File: src/rtl/mem_rsp_credit_buffer_if.sv
// rtl/mem_rsp_credit_buffer_if.sv - requester/interconnect signal bundle for mem_rsp_credit_buffer
// slave is the buffer's view, master the view of whoever drives both sides of it.
interface mem_rsp_credit_buffer_if #(
  parameter int AddrWidth = 32,
  parameter int DataWidth = 64
);
  logic                   in_req_valid_i;
  logic                   in_req_ready_o;
  logic [AddrWidth-1:0]   in_req_addr_i;
  logic                   in_req_we_i;
  logic [DataWidth-1:0]   in_req_wdata_i;
  logic [DataWidth/8-1:0] in_req_strb_i;
  logic                   in_rsp_valid_o;
  logic                   in_rsp_ready_i;
  logic [DataWidth-1:0]   in_rsp_rdata_o;
  logic                   out_req_valid_o;
  logic                   out_req_gnt_i;
  logic [AddrWidth-1:0]   out_req_addr_o;
  logic                   out_req_we_o;
  logic [DataWidth-1:0]   out_req_wdata_o;
  logic [DataWidth/8-1:0] out_req_strb_o;
  logic                   out_rsp_valid_i;
  logic [DataWidth-1:0]   out_rsp_rdata_i;

  modport slave (
    input  in_req_valid_i, in_req_addr_i, in_req_we_i, in_req_wdata_i, in_req_strb_i,
    output in_req_ready_o,
    output in_rsp_valid_o, in_rsp_rdata_o,
    input  in_rsp_ready_i,
    output out_req_valid_o, out_req_addr_o, out_req_we_o, out_req_wdata_o, out_req_strb_o,
    input  out_req_gnt_i,
    input  out_rsp_valid_i, out_rsp_rdata_i
  );

  modport master (
    output in_req_valid_i, in_req_addr_i, in_req_we_i, in_req_wdata_i, in_req_strb_i,
    input  in_req_ready_o,
    input  in_rsp_valid_o, in_rsp_rdata_o,
    output in_rsp_ready_i,
    input  out_req_valid_o, out_req_addr_o, out_req_we_o, out_req_wdata_o, out_req_strb_o,
    output out_req_gnt_i,
    output out_rsp_valid_i, out_rsp_rdata_i
  );
endinterface

File: src/rtl/mem_rsp_credit_buffer.sv
// rtl/mem_rsp_credit_buffer.sv - credit-gated in-order read response buffer
// Optional MEM_RSP_BUF_FALLTHROUGH_EN: zero-latency bypass when the FIFO is empty.
module mem_rsp_credit_buffer #(
  parameter int AddrWidth = 32,
  parameter int DataWidth = 64,
  parameter int Depth     = 4
) (
  input  logic                  clk_i,
  input  logic                  rst_i,
  mem_rsp_credit_buffer_if.slave bus,
  output logic                  err_o
);

  localparam int CntW = $clog2(Depth + 1);
  localparam int PtrW = (Depth > 1) ? $clog2(Depth) : 1;

  logic [DataWidth-1:0] mem_q [Depth];
  logic [PtrW-1:0]      wr_ptr_q, rd_ptr_q;
  logic [CntW-1:0]      count_q, inflight_q;
  logic                 err_q;

  logic [CntW:0]        used;
  logic                 credit_ok;
  logic                 fifo_empty;
  logic                 read_grant;
  logic                 rsp_ok;
  logic                 rsp_unexpected;
  logic                 push;
  logic                 pop;
  logic                 bypass;

  function automatic logic [PtrW-1:0] ptr_inc(input logic [PtrW-1:0] p);
    return (p == PtrW'(Depth - 1)) ? '0 : p + 1'b1;
  endfunction

  // Slots held by queued data plus slots reserved by reads still in flight.
  assign used       = {1'b0, count_q} + {1'b0, inflight_q};
  assign credit_ok  = used < (CntW + 1)'(Depth);
  assign fifo_empty = (count_q == '0);

  assign bus.out_req_valid_o = bus.in_req_valid_i & (bus.in_req_we_i | credit_ok);
  assign bus.in_req_ready_o  = bus.out_req_valid_o & bus.out_req_gnt_i;
  assign bus.out_req_addr_o  = AddrWidth'(bus.in_req_addr_i);
  assign bus.out_req_we_o    = bus.in_req_we_i;
  assign bus.out_req_wdata_o = bus.in_req_wdata_i;
  assign bus.out_req_strb_o  = bus.in_req_strb_i;

  assign read_grant     = bus.in_req_ready_o & ~bus.in_req_we_i;
  assign rsp_ok         = bus.out_rsp_valid_i & (inflight_q != '0);
  assign rsp_unexpected = bus.out_rsp_valid_i & (inflight_q == '0);

`ifdef MEM_RSP_BUF_FALLTHROUGH_EN
  assign bypass             = fifo_empty & rsp_ok & bus.in_rsp_ready_i;
  assign bus.in_rsp_valid_o = ~fifo_empty | rsp_ok;
  assign bus.in_rsp_rdata_o = fifo_empty ? bus.out_rsp_rdata_i : mem_q[rd_ptr_q];
`else
  assign bypass             = 1'b0;
  assign bus.in_rsp_valid_o = ~fifo_empty;
  assign bus.in_rsp_rdata_o = mem_q[rd_ptr_q];
`endif

  assign push = rsp_ok & ~bypass;
  assign pop  = ~fifo_empty & bus.in_rsp_ready_i;

  always_ff @(posedge clk_i) begin
    if (rst_i) begin
      wr_ptr_q   <= '0;
      rd_ptr_q   <= '0;
      count_q    <= '0;
      inflight_q <= '0;
      err_q      <= 1'b0;
    end else begin
      if (push) wr_ptr_q <= ptr_inc(wr_ptr_q);
      if (pop)  rd_ptr_q <= ptr_inc(rd_ptr_q);
      count_q    <= count_q + CntW'(push) - CntW'(pop);
      inflight_q <= inflight_q + CntW'(read_grant) - CntW'(rsp_ok);
      if (rsp_unexpected) err_q <= 1'b1;
    end
  end

  // Storage carries no reset; occupancy is tracked entirely by the pointers and count.
  always_ff @(posedge clk_i) begin
    if (push) mem_q[wr_ptr_q] <= bus.out_rsp_rdata_i;
  end

  always_ff @(posedge clk_i) begin
    if (!rst_i) begin
      assert (!rsp_unexpected)
        else $warning("mem_rsp_credit_buffer: read response with nothing outstanding");
    end
  end

  assign err_o = err_q;

endmodule
File: src/flat_wrapper.sv
// flat-port wrapper written by rule: the top's interface ports become plain ports
module mem_rsp_credit_buffer_flat 
#(
  parameter int AddrWidth = 32,
  parameter int DataWidth = 64,
  parameter int Depth     = 4
)
  (clk_i, rst_i, err_o, bus_in_req_valid_i, bus_in_req_addr_i, bus_in_req_we_i, bus_in_req_wdata_i, bus_in_req_strb_i, bus_in_req_ready_o, bus_in_rsp_valid_o, bus_in_rsp_rdata_o, bus_in_rsp_ready_i, bus_out_req_valid_o, bus_out_req_addr_o, bus_out_req_we_o, bus_out_req_wdata_o, bus_out_req_strb_o, bus_out_req_gnt_i, bus_out_rsp_valid_i, bus_out_rsp_rdata_i);
  mem_rsp_credit_buffer_if #(.AddrWidth(AddrWidth), .DataWidth(DataWidth)) bus_i ();
  input  logic clk_i;
  input  logic rst_i;
  output logic err_o;
  input wire logic [$bits(bus_i.in_req_valid_i)-1:0] bus_in_req_valid_i;
  input wire logic [$bits(bus_i.in_req_addr_i)-1:0] bus_in_req_addr_i;
  input wire logic [$bits(bus_i.in_req_we_i)-1:0] bus_in_req_we_i;
  input wire logic [$bits(bus_i.in_req_wdata_i)-1:0] bus_in_req_wdata_i;
  input wire logic [$bits(bus_i.in_req_strb_i)-1:0] bus_in_req_strb_i;
  output wire logic [$bits(bus_i.in_req_ready_o)-1:0] bus_in_req_ready_o;
  output wire logic [$bits(bus_i.in_rsp_valid_o)-1:0] bus_in_rsp_valid_o;
  output wire logic [$bits(bus_i.in_rsp_rdata_o)-1:0] bus_in_rsp_rdata_o;
  input wire logic [$bits(bus_i.in_rsp_ready_i)-1:0] bus_in_rsp_ready_i;
  output wire logic [$bits(bus_i.out_req_valid_o)-1:0] bus_out_req_valid_o;
  output wire logic [$bits(bus_i.out_req_addr_o)-1:0] bus_out_req_addr_o;
  output wire logic [$bits(bus_i.out_req_we_o)-1:0] bus_out_req_we_o;
  output wire logic [$bits(bus_i.out_req_wdata_o)-1:0] bus_out_req_wdata_o;
  output wire logic [$bits(bus_i.out_req_strb_o)-1:0] bus_out_req_strb_o;
  input wire logic [$bits(bus_i.out_req_gnt_i)-1:0] bus_out_req_gnt_i;
  input wire logic [$bits(bus_i.out_rsp_valid_i)-1:0] bus_out_rsp_valid_i;
  input wire logic [$bits(bus_i.out_rsp_rdata_i)-1:0] bus_out_rsp_rdata_i;
  assign bus_i.in_req_valid_i = bus_in_req_valid_i;
  assign bus_i.in_req_addr_i = bus_in_req_addr_i;
  assign bus_i.in_req_we_i = bus_in_req_we_i;
  assign bus_i.in_req_wdata_i = bus_in_req_wdata_i;
  assign bus_i.in_req_strb_i = bus_in_req_strb_i;
  assign bus_in_req_ready_o = bus_i.in_req_ready_o;
  assign bus_in_rsp_valid_o = bus_i.in_rsp_valid_o;
  assign bus_in_rsp_rdata_o = bus_i.in_rsp_rdata_o;
  assign bus_i.in_rsp_ready_i = bus_in_rsp_ready_i;
  assign bus_out_req_valid_o = bus_i.out_req_valid_o;
  assign bus_out_req_addr_o = bus_i.out_req_addr_o;
  assign bus_out_req_we_o = bus_i.out_req_we_o;
  assign bus_out_req_wdata_o = bus_i.out_req_wdata_o;
  assign bus_out_req_strb_o = bus_i.out_req_strb_o;
  assign bus_i.out_req_gnt_i = bus_out_req_gnt_i;
  assign bus_i.out_rsp_valid_i = bus_out_rsp_valid_i;
  assign bus_i.out_rsp_rdata_i = bus_out_rsp_rdata_i;
  mem_rsp_credit_buffer #(.AddrWidth(AddrWidth), .DataWidth(DataWidth), .Depth(Depth)) u_core (.clk_i(clk_i), .rst_i(rst_i), .bus(bus_i), .err_o(err_o));
endmodule
File: config.mk
export PLATFORM = sky130hd
export DESIGN_NAME = mem_rsp_credit_buffer_flat
export DESIGN_NICKNAME = d
export VERILOG_FILES = /design/src/rtl/mem_rsp_credit_buffer_if.sv /design/src/rtl/mem_rsp_credit_buffer.sv /design/src/flat_wrapper.sv
export SDC_FILE = /design/constraint.sdc
export NUM_CORES = 1
export LEC_CHECK = 0
export CORE_ASPECT_RATIO = 0.8
export CORE_UTILIZATION = 52
export CTS_BUF_LIST = sky130_fd_sc_hd__clkbuf_8
export DETAILED_ROUTE_END_ITERATION = 10
export PLACE_DENSITY = 0.91
export SYNTH_ARGS = -nofsm -noshare
export SYNTH_HDL_FRONTEND = slang
export SYNTH_SLANG_ARGS = --single-unit
File: constraint.sdc
create_clock -name clk_i -period 5 [get_ports clk_i]
set_input_delay 1 -clock clk_i [delete_from_list [all_inputs] [get_ports clk_i]]
set_output_delay 1 -clock clk_i [all_outputs]
set_load 0.05 [all_outputs]
==> flow.log, run 1 <==
[flow] collecting metrics
INFO  metric fp.dieW = around 160 um
INFO  metric finalWirelength = roughly 22 mm
INFO  metric power.static_leakage = ~4 nW
INFO  metric report.final.setup_viol = 0
INFO  metric route.met2.wl = 10.54 mm
INFO  metric grt_first_pass_wirelength = approximately 31 mm
INFO  metric m1WireLength = between 7 and 8 mm
INFO  metric mostFrequentLayoutCells = edfxtp_1, clkdlybuf4s50_1, mux4_2
INFO  metric crit_family = buffers and inverters
INFO  metric io_pins = between 300 and 400
INFO  metric slew-limit-headroom = 33.49%
INFO  metric max_freq = 246.6 MHz
INFO  metric r2r_start = u_core.count_q[2]
INFO  metric outcome = complete, no violations
INFO  metric r2r-end = u_core.inflight_q[2]
INFO  metric track_usage = between 20% and 30%
INFO  metric unique_cell_types = 25
INFO  metric drt_iter0_drc = about 280
INFO  metric antenna_violation_net_count_after_detailed_routing = 0
INFO  metric log.warning_count = 29
INFO  metric ys.flops = 269
INFO  metric worstMarginPinSlew = 0.9977 ns
INFO  metric number_of_max_cap_violations = 0
INFO  metric irDropWorstVdd = approximately 0.35 mV
INFO  metric globalplace.congestion = 0.7226
INFO  metric grt.overflow.total = 0
INFO  metric viasPerCell = between 5 and 6
INFO  metric synthesis.area_per_instance = around 21 um^2
INFO  metric regToRegSetupSlack = 2.47 ns
INFO  metric detail_route.drc_violations = 0
INFO  metric grt_pass1_vias = roughly 5,200
INFO  metric grt_setup_unrepaired = false
INFO  metric fin_worst_hold_slack = 0.4858 ns
INFO  metric synth_top_flop_cell = edfxtp_1
INFO  metric min-delay-path-class = reg2reg
INFO  metric period_needed = 4.054 ns
INFO  metric post-route-worst-setup-slack = between 0.9 and 1 ns
INFO  metric top_signal_layer_used = met5
## run 1: power breakdown
| part | internal (mW) | switching (mW) |
|---|---|---|
| Combinational | 0.882 | 1.41 |
| Clock | 0.813 | 0.789 |
| Sequential | 2.78 | 0.172 |
## run 1: metal layers
layer  GRT usage, %  vias up
li1               -     2062
met1          22.67     2371
met2          33.52      285
met3          9.501       63
met4          7.916        2
met5          2.727        -
## run 1: flip-flops by register name (all words and copies together), names as in the netlist, named ones only
register	cells
u_core.wr_ptr_q	2
u_core.err_o	1
u_core.count_q	3
u_core.mem_q	256
u_core.rd_ptr_q	2
u_core.inflight_q	3
## run 1: kinds of logic (layout without fill, tap and decap cells)
group / Yosys count / in the layout / synth area share [%]
compound gates: 6 / 6 / 0.3589
xor+xnor: 2 / 2 / 0.1622
fa+ha+maj: 13 / 13 / 1.644
buf+inv: 130 / 220 / 9.230
flops: 269 / 269 / 73.56
mux: 66 / 66 / 13.67
simple gates: 30 / 30 / 1.378
## run 1: worst min-delay path by stage
stage | to | start
after floorplan | flip-flop | u_core.rd_ptr_q[0]
after global placement | u_core.err_o | u_core.err_o
after detailed placement | u_core.err_o | u_core.err_o
after CTS | flip-flop | u_core.rd_ptr_q[0]
after global routing | u_core.err_o | u_core.err_o
final | u_core.err_o | u_core.err_o
## run 1: cell usage after synthesis (3+ instances only)
cell	n	area share, %
a21oi_1	3	0.14
and2_1	6	0.35
buf_12	6	1.1
buf_2	7	0.32
buf_4	105	7.3
dfxtp_1	13	2.4
edfxtp_1	256	71
ha_1	11	1.3
inv_1	9	0.31
mux4_1	4	0.97
mux4_2	60	13
nand2_1	4	0.14
nor2_1	8	0.28
nor2b_1	3	0.17
nor3_1	6	0.28
## run 1: worst register-to-register path, delay by kind of cell, from the launching register on
family | cells | cell delay [ns]
buf+inv | 1 | 0.05
flops | 1 | 0.40
simple gates | 5 | 0.97
fa+ha+maj | 3 | 0.86
xor+xnor | 1 | 0.16
## run 1: stage by stage
| step | util (%) | cell area [um^2] |
|---|---|---|
| floorplan | - | 10800 |
| global placement | 57.76 | 11600 |
| global route | 61.36 | 12330 |
| detailed placement | 57.76 | 11600 |
| CTS | 61.36 | 12330 |
| finish | 61.36 | 12330 |
## run 1: cell type report
type,instances,area share [%]
clock buffers,44,4.913
clock inverters,25,0.9542
inverters,9,0.2741
multi-input cells,117,15.17
flip-flops and latches,269,64.54
well taps,264,2.680
repair buffers,142,11.47
run_1/ff_map.png
The bar under the picture is 50 um long. Other sequential cells in the stronger grey, the rest of the logic in the fainter grey.
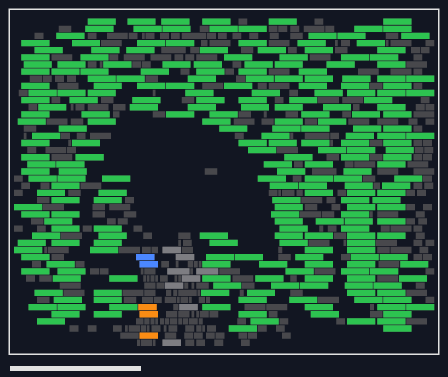
| signal | colour | sequential cells |
|---|---|---|
| `u_core.wr_ptr_q` | blue | 2 |
| `u_core.inflight_q` | orange | 3 |
| `u_core.mem_q` | green | 256 |
not coloured: 8

run_1/clock_nets.png
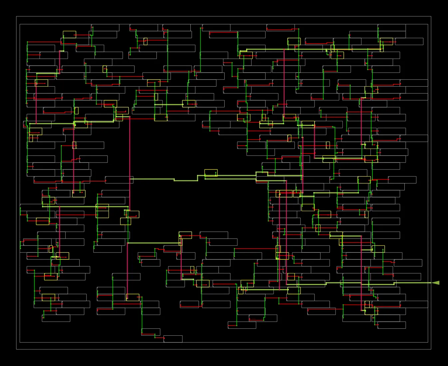
clock tree buffer count of the final layout: 44
power consumed by the clock network: 1.60 mW
clock tree sinks: 269
clock buffer count from CTS: 41

run_1/sizing.png
The bar under the picture is 50 um long.
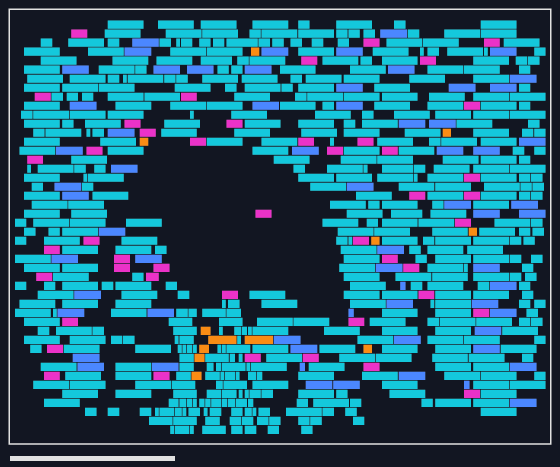
| size | colour | cells | share |
|---|---|---|---|
| x2 | blue | 64 | 11% |
| x3 and x4 | orange | 12 | 2.0% |
| x1 and smaller | cyan | 485 | 80% |
| x6 and larger | magenta | 45 | 7.4% |

==> run 1 -> run 2 <==
--- a/config.mk
+++ b/config.mk
@@ -6,10 +6,10 @@
 export NUM_CORES = 1
 export LEC_CHECK = 0
 export CORE_ASPECT_RATIO = 0.8
-export CORE_UTILIZATION = 52
+export CORE_UTILIZATION = 48
 export CTS_BUF_LIST = sky130_fd_sc_hd__clkbuf_8
 export DETAILED_ROUTE_END_ITERATION = 10
-export PLACE_DENSITY = 0.91
+export PLACE_DENSITY = 0.85
 export SYNTH_ARGS = -nofsm -noshare
 export SYNTH_HDL_FRONTEND = slang
 export SYNTH_SLANG_ARGS = --single-unit
==> constraint.sdc (replaced) <==
create_clock -name clk_i -period 4.15 [get_ports clk_i]
set_input_delay 0.83 -clock clk_i [delete_from_list [all_inputs] [get_ports clk_i]]
set_output_delay 0.83 -clock clk_i [all_outputs]
set_load 0.05 [all_outputs]
run_2/clock_nets.png
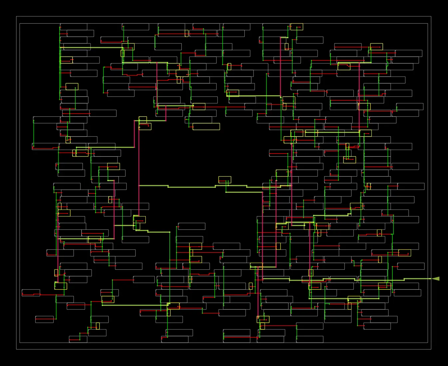
final worst clock skew: 0.01545 ns
power consumed by the clock network: 1.91 mW
flop count: 269
clock tree buffer count of the final layout: 40

run_2/sizing.png
The bar under the picture is 50 um long.
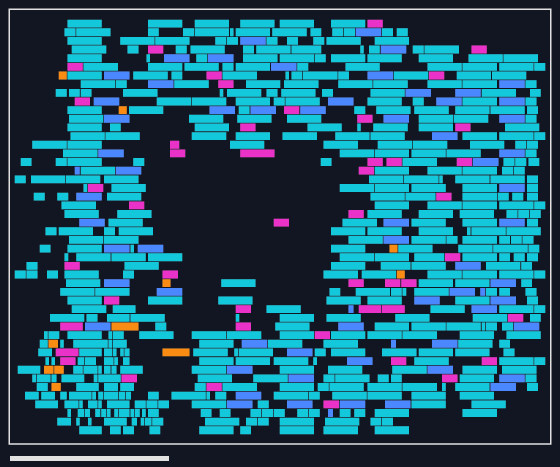
| size | colour | cells | share |
|---|---|---|---|
| x6 and larger | magenta | 46 | 7.5% |
| x1 and smaller | cyan | 488 | 80% |
| x2 | blue | 65 | 11% |
| x3 and x4 | orange | 11 | 1.8% |

==> flow.log, run 2 <==
[flow] collecting metrics
INFO  metric yosys-stat-area = 0.01080 mm^2
INFO  metric final_min_period_over_clock_period = a little under nine tenths
INFO  metric yosys-top-cells-area = edfxtp_1, mux4_2, buf_4
INFO  metric post-synth-top-count-cell = edfxtp_1
INFO  metric period_needed = between 3 and 4 ns
INFO  metric cts_inserted_buffers = 39 (-4.9%)
INFO  metric synth_top_area_share = 71.15% (unchanged)
INFO  metric irDropWorstVdd = 0.5338 mV (+54%)
INFO  metric synth_top_flop_cell = edfxtp_1
INFO  metric post_dp_area = 0.01174 mm^2 (+1.1%)
INFO  metric tritoncts_clock_tree = yes
INFO  metric yosys-top-cells-count = edfxtp_1, buf_4, mux4_2, dfxtp_1, ha_1
INFO  metric grt_setup_unrepaired = false
INFO  metric min-delay-path-class = reg2reg
INFO  metric grt_first_pass_wirelength = 31.39 mm (+0.58%)
INFO  metric ys.flops = 269 (unchanged)
INFO  metric detail_route.drc_violations = 0 (unchanged)
INFO  metric worstMarginPinSlew = 0.9384 ns (-0.05929 ns)
INFO  metric max_freq = ~280 MHz
INFO  metric grt.overflow.total = 0 (unchanged)
INFO  metric number_of_max_cap_violations = 0 (unchanged)
INFO  metric globalplace.congestion = 0.7299 (+1.0%)
INFO  metric slew-limit-headroom = 37.44% (+4.0 points)
INFO  metric reg.largest.list = u_core.mem_q x256, u_core.count_q x3, u_core.inflight_q x3
INFO  metric fp.dieW = 169.7 um (+4.0%)
INFO  metric p_per_area = between 600 and 700 mW/mm^2
INFO  metric log.warning_count = 29 (unchanged)
INFO  metric cp_max_fo = 24
INFO  metric io_pins = 348 (unchanged)
INFO  metric finalWirelength = 22.13 mm (+2.6%)
INFO  metric grt_pass1_vias = 5,235 (+0.81%)
INFO  metric power.static_leakage = 4.015 nW (+0.61%)
INFO  metric fin_worst_hold_slack = 0.4780 ns (-0.007744 ns)
INFO  metric number_of_flip_flops_under_the_largest_register_name = 256 (unchanged)
INFO  metric unique_cell_types = 25 (unchanged)
INFO  metric viasPerCell = 5.398 (-1.8%)
INFO  metric cts.sink_count = 269 (unchanged)
INFO  metric floorplan.initialDensity = 49.56%
INFO  metric outcome = complete, no violations
INFO  metric portBuffers = approximately 140
INFO  metric synthesis.area_per_instance = 20.94 um^2 (unchanged)
INFO  metric antenna_violation_net_count_after_detailed_routing = 0 (unchanged)
INFO  metric yosysTopAreaCell = edfxtp_1
INFO  metric drt_iter0_drc = 344 (+22%)
INFO  metric final_area = 0.01243 mm^2 (+0.86%)
INFO  metric registers.top_by_ff_count = u_core.mem_q
==> run 2: cell counts after synthesis <==
Identical to the previous run, type by type.
==> run 2: worst min-delay path: stages, from the launching register on <==
cell and delay (ns):
dfxtp_1 0.33, a21oi_1 0.04, nor2_1 0.07
==> run 2: path summary, 6_finish.rpt <==
kind / from / endpoint / slack, ns / cells past startpoint
worst max register to register: u_core.count_q[1] / u_core.count_q[2] / 1.73 / 10
worst max-delay path: flip-flop / bus_in_rsp_rdata_o[2] / 0.57 / 3
worst min register to register: u_core.err_o / u_core.err_o / 0.48 / 2
worst min-delay path: u_core.err_o / u_core.err_o / 0.48 / 2
==> run 2: cell families (layout without fill, tap and decap cells) <==
kind of cell	count (synthesis)	in the layout	share of synthesized area, %
flip-flops	269	269	73.56
buffers and inverters	130	224	9.230
multiplexers	66	66	13.67
AND/OR/NAND/NOR	30	30	1.378
adder cells (fa/ha/maj)	13	13	1.644
AND-OR/OR-AND	6	6	0.3589
XOR/XNOR	2	2	0.1622
==> run 2: area by class of cell <==
class                      instances  area [um^2]  area share [%]
inverter                           9        33.78          0.2717
sequential                       269         7955           63.99
clock inverter                    28        146.4           1.178
clock buffer                      40        550.5           4.428
multi-input combinational        117         1869           15.04
tap                              300        375.4           3.019
timing repair buffer             147         1501           12.08
==> run 2: power by group <==
| part | switching (mW) | total, mW | internal [mW] |
|---|---|---|---|
| registers | 0.177 | 3.52 | 3.35 |
| clock network | 0.945 | 1.91 | 0.961 |
| logic | 1.74 | 2.84 | 1.10 |
==> run 2: through the flow <==
stage | power [mW] | std cells | util, % | setup WS [ns]
CTS | 8.364 | 910 | 57.02 | 0.4860
finish | 8.270 | 910 | 57.02 | 0.5688
global placement | 6.366 | 842 | 53.83 | 1.003
floorplan | 5.822 | 516 | - | 1.084
detailed placement | 6.441 | 842 | 53.83 | 0.9984
global route | 8.579 | 910 | 57.02 | 0.4120
==> run 2: per-layer routing <==
metal / up-vias / routed length (um) / track usage, %
met5: - / 69 / 2.391
met4: 2 / 782 / 8.559
met3: 84 / 2351 / 7.860
met2: 279 / 10890 / 30.99
met1: 2473 / 8035 / 21.43
li1: 2074 / - / -
==> run 2 -> run 3 <==
--- a/config.mk
+++ b/config.mk
@@ -9,6 +9,7 @@
 export CORE_UTILIZATION = 48
 export CTS_BUF_LIST = sky130_fd_sc_hd__clkbuf_8
 export DETAILED_ROUTE_END_ITERATION = 10
+export GPL_ROUTABILITY_DRIVEN = 0
 export PLACE_DENSITY = 0.85
 export SYNTH_ARGS = -nofsm -noshare
 export SYNTH_HDL_FRONTEND = slang
run_3/ff_map.png
The bar under the picture is 50 um long. Other sequential cells in the stronger grey, the rest of the logic in the fainter grey.
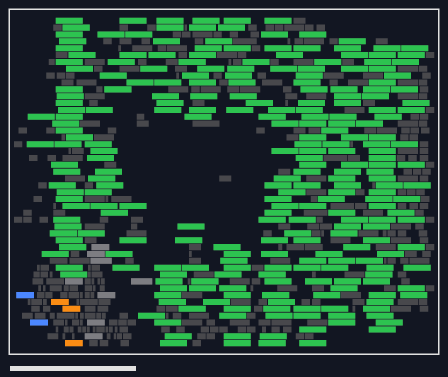
| signal | colour | sequential cells |
|---|---|---|
| `u_core.wr_ptr_q` | blue | 2 |
| `u_core.inflight_q` | orange | 3 |
| `u_core.mem_q` | green | 256 |
not coloured: 8

run_3/layers.png
The bar under the picture is 50 um long.
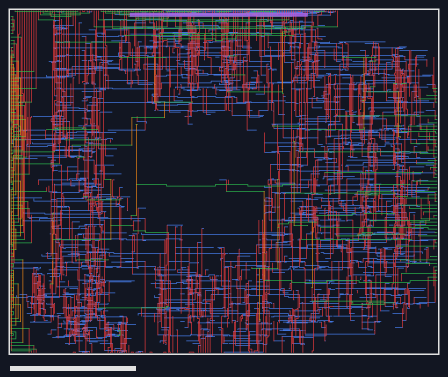
| layer | colour | wire length |
|---|---|---|
| M3 | green | 2,350 um |
| M4 | orange | 783 um |
| M2 | red | 10,900 um |
| M1 | blue | 8,040 um |
| M5 | purple | 69.0 um |
via count of the routed design: 4,912
WL final: 22.13 mm
post-DR wirelength/cell: 24.31 um
GRT Resource Usage Total: 18.86%

==> flow.log, run 3 <==
[flow] collecting metrics
INFO  metric outcome = complete, no violations
INFO  metric fin_worst_hold_slack = 0.4780 ns (unchanged)
INFO  metric io_pins = 348 (unchanged)
INFO  metric unique_cell_types = 25 (unchanged)
INFO  metric number_of_flip_flops_under_the_largest_register_name = 256 (unchanged)
INFO  metric xor_area_share = 0.1621% (unchanged)
INFO  metric ys_seq_share = between 70% and 80%
INFO  metric grt_max_degree = 65
INFO  metric r2r_start = u_core.count_q[1]
INFO  metric p_per_area = 665.2 mW/mm^2 (unchanged)
INFO  metric number_of_max_cap_violations = 0 (unchanged)
INFO  metric slew-limit-headroom = 37.44% (unchanged)
INFO  metric irDropWorstVdd = 0.5338 mV (unchanged)
INFO  metric regToRegSetupSlack = 1.73 ns (about the same)
INFO  metric post_dp_area = 0.01174 mm^2 (unchanged)
INFO  metric floorplan.initialDensity = 49.56% (unchanged)
INFO  metric post-route-worst-setup-slack = 0.5688 ns (unchanged)
INFO  metric required = 3.32 ns
INFO  metric viasPerCell = 5.398 (unchanged)
INFO  metric log.warning_count = 29 (unchanged)
INFO  metric reg2regPathDepth = 10 (unchanged)
INFO  metric min-delay-path-class = reg2reg
INFO  metric power.static_leakage = 4.015 nW (unchanged)
INFO  metric r2r-end = u_core.count_q[2]
INFO  metric synth.area.mux_share = 13.67% (unchanged)
INFO  metric grt_first_pass_wirelength = 31.39 mm (unchanged)
INFO  metric tritoncts_clock_tree = yes
INFO  metric final_core_utilization = 57.02% (unchanged)
INFO  metric worstSetupEndpoint = bus_in_rsp_rdata_o[2]
INFO  metric grt_pass1_vias = 5,235 (unchanged)
INFO  metric detail_route.drc_violations = 0 (unchanged)
INFO  metric yosysTopAreaCell = edfxtp_1
INFO  metric synth_top_flop_cell = edfxtp_1
INFO  metric pre_cts_slack = 0.9984 ns (unchanged)
INFO  metric reg.largest.list = u_core.mem_q x256, u_core.count_q x3, u_core.inflight_q x3
INFO  metric fp.dieW = 169.7 um (unchanged)
INFO  metric grt_setup_unrepaired = false
INFO  metric yosys-stat-area = 0.01080 mm^2 (unchanged)
INFO  metric drt_iter0_drc = 344 (unchanged)
INFO  metric finClkSkew = 0.01545 ns (unchanged)
INFO  metric compound_area_share = 0.3590% (unchanged)
INFO  metric logic_family = multiplexers
INFO  metric max_freq = 279.2 MHz (unchanged)
INFO  metric post_route_cells_drive_above_1_share = between 20% and 30%
INFO  metric period_needed = 3.581 ns (unchanged)
INFO  metric registers.top_by_ff_count = u_core.mem_q
INFO  metric final_min_period_over_clock_period = 86.29% (unchanged)
INFO  metric portBuffers = 139 (unchanged)
INFO  metric synthSimpleGateAreaFrac = 1.378% (unchanged)
INFO  metric cp_depth = 3 (unchanged)
INFO  metric synth_top_area_share = 71.15% (unchanged)
INFO  metric post-synth-top-count-cell = edfxtp_1
INFO  metric grt.overflow.total = 0 (unchanged)
INFO  metric cp_max_fo = 24 (unchanged)
INFO  metric worstMarginPinSlew = 0.9384 ns (unchanged)
INFO  metric synthAdderAreaFrac = 1.644% (unchanged)
INFO  metric ys.flops = 269 (unchanged)
INFO  metric cts_inserted_buffers = 39 (unchanged)
INFO  metric cts.sink_count = 269 (unchanged)
INFO  metric die_area = between 0.02 and 0.025 mm^2
INFO  metric yosys-top-cells-count = edfxtp_1, buf_4, mux4_2, dfxtp_1, ha_1
INFO  metric final_area = 0.01243 mm^2 (unchanged)
INFO  metric yosys-top-cells-area = edfxtp_1, mux4_2, buf_4
run 3: power by group:
part	switching, mW	internal (mW)	total (mW)
registers	0.177	3.35	3.52
logic	1.74	1.10	2.84
clock network	0.945	0.961	1.91
total	2.87	5.40	8.27
run 3: cells by family after synthesis:
kind of cell,after synthesis
DFF,269
xor gates and xnor gates,2
muxes,66
AOI/OAI and AO/OA,6
and+or+nand+nor,30
buffers and inverters,130
adders and majority gates,13
run 3: worst min path at each step:
stage | depth (start not counted) | endpoint | slack (ns) | startpoint
2_1_floorplan | 2 | flip-flop | 0.46 | u_core.rd_ptr_q[0]
3_3_place_gp | 2 | u_core.err_o | 0.45 | u_core.err_o
3_5_place_dp | 2 | u_core.err_o | 0.46 | u_core.err_o
4_1_cts | 2 | u_core.err_o | 0.47 | u_core.err_o
5_1_grt | 2 | u_core.err_o | 0.51 | u_core.err_o
6_report | 2 | u_core.err_o | 0.48 | u_core.err_o
run 3: metrics by stage:
step / power, mW / cells
floorplan: 5.822 / 516
global placement: 6.366 / 842
detailed placement: 6.441 / 842
CTS: 8.364 / 910
global route: 8.579 / 910
finish: 8.270 / 910
run 3: layer usage:
layer  global-route usage, %  vias to the layer above  share of wire [%]
met3                   7.860                       84                 11
met2                   30.99                      279                 49
met5                   2.391                        -               0.31
met4                   8.559                        2                3.5
met1                   21.43                     2473                 36
li1                        -                     2074                  -
run 3: area by class of cell:
class | instances | area, um^2
Clock inverter | 28 | 146.4
Clock buffer | 40 | 550.5
Sequential cell | 269 | 7955
Inverter | 9 | 33.78
Timing Repair Buffer | 147 | 1501
Multi-Input combinational cell | 117 | 1869
Fill cell | 1592 | 9369
Tap cell | 300 | 375.4
run 3: tightest hold or removal path, cell delays in order (launching register included):
cell,delay [ns]
dfxtp_1,0.33
a21oi_1,0.04
nor2_1,0.07

==> notes/layouts.md <==
Pictures saved along the way, in no particular order.

Wires at chosen ports, followed through buffers.
picture 1
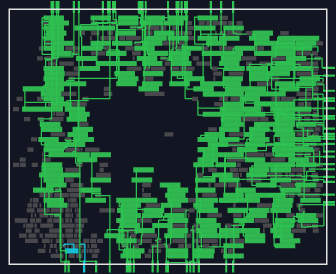
picture 2
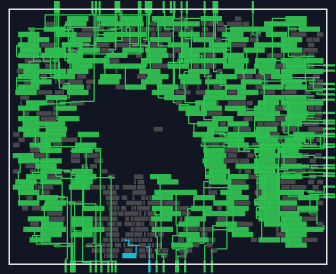
For run 1, see picture 2.
For run 2, see picture 1.

Power and IR drop assume default switching activity.
